--- config.mk ---
export PLATFORM = sky130hd
export DESIGN_NAME = uart_rx
export DESIGN_NICKNAME = d
export VERILOG_FILES = /design/src/rtl/uart_rx.sv
export SDC_FILE = /design/constraint.sdc
export NUM_CORES = 1
export LEC_CHECK = 0
export ABC_CLOCK_PERIOD_IN_PS = 2000
export CELL_PAD_IN_SITES_DETAIL_PLACEMENT = 1
export CELL_PAD_IN_SITES_GLOBAL_PLACEMENT = 1
export CORE_MARGIN = 2
export CORE_UTILIZATION = 40
export DETAILED_ROUTE_END_ITERATION = 8
export PLACE_DENSITY = 0.82
export SYNTH_ARGS = -nofsm -noshare
export SYNTH_HDL_FRONTEND = slang
export SYNTH_SLANG_ARGS = --single-unit
--- constraint.sdc ---
create_clock -name clk_50m -period 2 [get_ports clk_50m]
set_input_delay 0.4 -clock clk_50m [delete_from_list [all_inputs] [get_ports clk_50m]]
set_output_delay 0.4 -clock clk_50m [all_outputs]
set_load 0.005 [all_outputs]
--- src/rtl/uart_rx.sv ---
// ---------------------------------------------------------------------------
// uart_rx
//
// Receive half of the 115200-baud 8N1 board UART, clocked from the 50 MHz
// board clock. The asynchronous serial line is synchronized, then a
// start-bit-aligned state machine samples every bit in its middle. Each good
// byte lands in a one-entry holding register with a ready/acknowledge
// handshake toward the host logic.
//
// Ports:
//   clk_50m   in   sole clock, rising edge
//   rst       in   synchronous active-high reset
//   uart_rxd  in   asynchronous serial line, idle high
//   rx_ack    in   host consumes the held byte (only honoured while rx_rdy=1)
//   rx_data   out  last good byte
//   rx_rdy    out  rx_data holds an unconsumed byte
//   rx_ferr   out  one-cycle pulse: stop bit sampled low
//   rx_ovr    out  one-cycle pulse: a new byte replaced an unconsumed one
//   rx_busy   out  receiver is somewhere inside a frame
//
// Build option:
//   UART_RX_MAJORITY_EN  when defined, every sample is the 2-of-3 majority of
//                        the synchronized line over the sample cycle and the
//                        two cycles before it. Sample timing is unchanged.
// ---------------------------------------------------------------------------
module uart_rx #(
  parameter int RX_CLKS    = 434,
  parameter int RX_DATA_BW = 8
) (
  input  logic                  clk_50m,
  input  logic                  rst,
  input  logic                  uart_rxd,
  input  logic                  rx_ack,
  output logic [RX_DATA_BW-1:0] rx_data,
  output logic                  rx_rdy,
  output logic                  rx_ferr,
  output logic                  rx_ovr,
  output logic                  rx_busy
);

  typedef enum logic [2:0] {
    IDLE,
    START,
    DATA,
    STOP,
    WAIT_HIGH
  } state_e;

  localparam logic [8:0] HALF_LAST = 9'(RX_CLKS / 2 - 1);
  localparam logic [8:0] BIT_LAST  = 9'(RX_CLKS - 1);
  localparam logic [3:0] IDX_LAST  = 4'(RX_DATA_BW - 1);

  state_e                  state_q, state_d;
  logic                    sync1_q, rxd_s_q;
  logic [8:0]              cnt_q, cnt_d;
  logic [3:0]              idx_q, idx_d;
  logic [RX_DATA_BW-1:0]   shift_q, shift_d;
  logic                    load_q, load_d;
  logic                    bad_q, bad_d;
  logic [RX_DATA_BW-1:0]   data_q, data_d;
  logic                    rdy_q, rdy_d;
  logic                    ferr_q, ferr_d;
  logic                    ovr_q, ovr_d;
  logic                    busy_q, busy_d;
  logic                    sample;

`ifdef UART_RX_MAJORITY_EN
  // Two stored cycles plus the current one form the three-sample window.
  logic [1:0] hist_q;
  logic [2:0] win;

  assign win    = {hist_q, rxd_s_q};
  assign sample = (win[0] & win[1]) | (win[0] & win[2]) | (win[1] & win[2]);

  always_ff @(posedge clk_50m) begin
    if (rst) begin
      hist_q <= 2'b11;
    end else begin
      hist_q <= win[1:0];
    end
  end
`else
  assign sample = rxd_s_q;
`endif

  // Synchronizer flops reset to the idle line level so reset never fakes a
  // start bit; a line that is genuinely low afterwards still starts a frame.
  always_ff @(posedge clk_50m) begin
    if (rst) begin
      sync1_q <= 1'b1;
      rxd_s_q <= 1'b1;
    end else begin
      sync1_q <= uart_rxd;
      rxd_s_q <= sync1_q;
    end
  end

  // State and datapath registers.
  always_ff @(posedge clk_50m) begin
    if (rst) begin
      state_q <= IDLE;
      cnt_q   <= '0;
      idx_q   <= '0;
      shift_q <= '0;
      load_q  <= 1'b0;
      bad_q   <= 1'b0;
      data_q  <= '0;
      rdy_q   <= 1'b0;
      ferr_q  <= 1'b0;
      ovr_q   <= 1'b0;
      busy_q  <= 1'b0;
    end else begin
      state_q <= state_d;
      cnt_q   <= cnt_d;
      idx_q   <= idx_d;
      shift_q <= shift_d;
      load_q  <= load_d;
      bad_q   <= bad_d;
      data_q  <= data_d;
      rdy_q   <= rdy_d;
      ferr_q  <= ferr_d;
      ovr_q   <= ovr_d;
      busy_q  <= busy_d;
    end
  end

  // Frame sequencer. The stop-bit verdict is captured in load/bad and acted
  // on one cycle later, which places the visible update one edge after the
  // stop sample while the FSM is already back in IDLE looking for the next
  // start bit.
  always_comb begin
    state_d = state_q;
    cnt_d   = cnt_q;
    idx_d   = idx_q;
    shift_d = shift_q;
    load_d  = 1'b0;
    bad_d   = 1'b0;
    case (state_q)
      IDLE: begin
        if (!rxd_s_q) begin
          state_d = START;
          cnt_d   = '0;
        end
      end
      START: begin
        if (cnt_q == HALF_LAST) begin
          cnt_d = '0;
          if (sample) begin
            state_d = IDLE;
          end else begin
            state_d = DATA;
            idx_d   = '0;
          end
        end else begin
          cnt_d = cnt_q + 9'd1;
        end
      end
      DATA: begin
        if (cnt_q == BIT_LAST) begin
          cnt_d   = '0;
          shift_d = {sample, shift_q[RX_DATA_BW-1:1]};
          idx_d   = idx_q + 4'd1;
          if (idx_q == IDX_LAST) begin
            state_d = STOP;
          end
        end else begin
          cnt_d = cnt_q + 9'd1;
        end
      end
      STOP: begin
        if (cnt_q == BIT_LAST) begin
          cnt_d = '0;
          if (sample) begin
            load_d  = 1'b1;
            state_d = IDLE;
          end else begin
            bad_d   = 1'b1;
            state_d = WAIT_HIGH;
          end
        end else begin
          cnt_d = cnt_q + 9'd1;
        end
      end
      WAIT_HIGH: begin
        // Hold off until the line idles so a break cannot retrigger.
        if (rxd_s_q) begin
          state_d = IDLE;
        end
      end
      default: begin
        state_d = IDLE;
      end
    endcase
  end

  // Holding register and handshake. A load on the same cycle as an ack wins:
  // the byte is fresh, so rdy stays set and no overrun is reported.
  always_comb begin
    data_d = data_q;
    rdy_d  = rdy_q;
    ovr_d  = 1'b0;
    ferr_d = bad_q;
    busy_d = (state_q != IDLE);
    if (load_q) begin
      data_d = shift_q;
      rdy_d  = 1'b1;
      ovr_d  = rdy_q & ~rx_ack;
    end else if (rdy_q && rx_ack) begin
      rdy_d = 1'b0;
    end
  end

  assign rx_data = data_q;
  assign rx_rdy  = rdy_q;
  assign rx_ferr = ferr_q;
  assign rx_ovr  = ovr_q;
  assign rx_busy = busy_q;

endmodule

==> impl_metrics.csv <==
group,metric,value,unit
status,status,"finished, final reports clean",
power,p_sw,389.8,uW
worst_setup_path,crit_type,"reg -> reg",
power,irDropWorstVdd,365.9,uV
synth,ys.flops,40,
cells_and_area,layout_top_cell,"dfxtp_1",
synth,adder_share,0.02677,
routing,avgRoutedWirePerCell,16.27,um
cells_and_area,syn2layout_area_growth,17.14,%
cells_and_area,logic_area,979.7,um2
clock_network,postCtsSetupRepairBufs,0,
routing,vias,1530,
routing,met2_length,2079,um
timing,finalCritPeriodShare,0.9702,
flow_run,drv_cap,0,
global_routing,grt_pass1_wl,7334,um
placement,place_congestion,0.9225,
synth,yosys.area.top_type,"dfxtp_1",
power,maxPowerGroup,"registers",
flow_run,warnings,28,
placement,placed_area,2071,um2
placement,placed_cells,262,
synth,postSynth.asyncResetShare,0,
routing,drt-initial-drc-count,70,
cells_and_area,fill_cells,510,
worst_setup_path,r2r-start,"cnt_q[0]",
power,pg_seq,823,uW
timing,period_minus_slack,1940,ps
synth,edf_count,0,
floorplan,fp-row-count,24,
synth,yosys_warnings,0,
cells_and_area,nets,225,
synth,ys_sh_mux,0.09103,
synth,synth-simple-area-share,0.2376,
power,powerDensity,738.7,nW/um2
critical path, stage by stage (launching register included):
cell	delay, ps
dfxtp_1	380
inv_1	90
ha_1	150
nor4b_4	250
a2111oi_4	120
buf_4	190
or4b_1	540
a21oi_2	160
repair_timing:
action	in CTS	in global routing
resized	0	1
setup endpoints to repair	0	1
hold endpoints to repair	0	0
cell type report:
| type | instances | area share |
|---|---|---|
| repair buffers | 23 | 0.09600 |
| clock inverters | 3 | 0.02114 |
| clock buffers | 5 | 0.03143 |
| inverters | 5 | 0.008571 |
| well taps | 52 | 0.02971 |
| flip-flops and latches | 40 | 0.3657 |
| multi-input cells | 142 | 0.4474 |
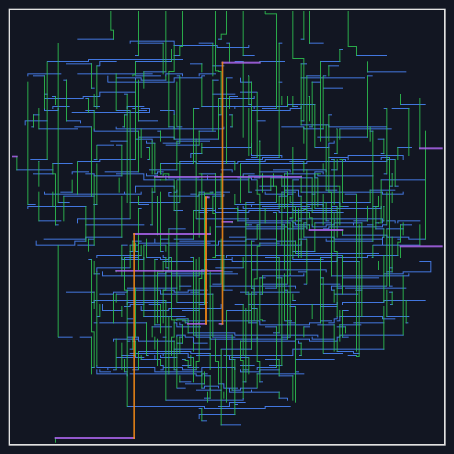
Figure 1: wiring by layer.
(6 px per um)
[blue] met1 | wire length: 2120 um
[purple] met3 | wire length: 95.8 um
[green] met2 | wire length: 2080 um
[orange] met4 | wire length: 98.6 um

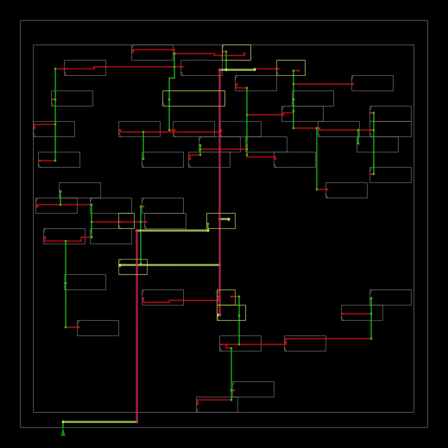
Figure 2: the clock network.
Final Skew: 10.33 ps
Sinks on Clock Net: 40

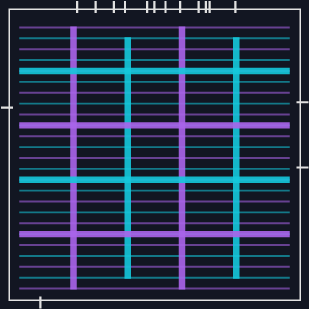
Figure 3: floorplan with the power grid.
(4 px per um) Pins as bars on the die edge.
[cyan] VDD
[purple] VSS
signal pins: 16
met5 straps: 4
met1 rails: 25
rows: 24

Power is estimated from default activity; no workload was simulated.
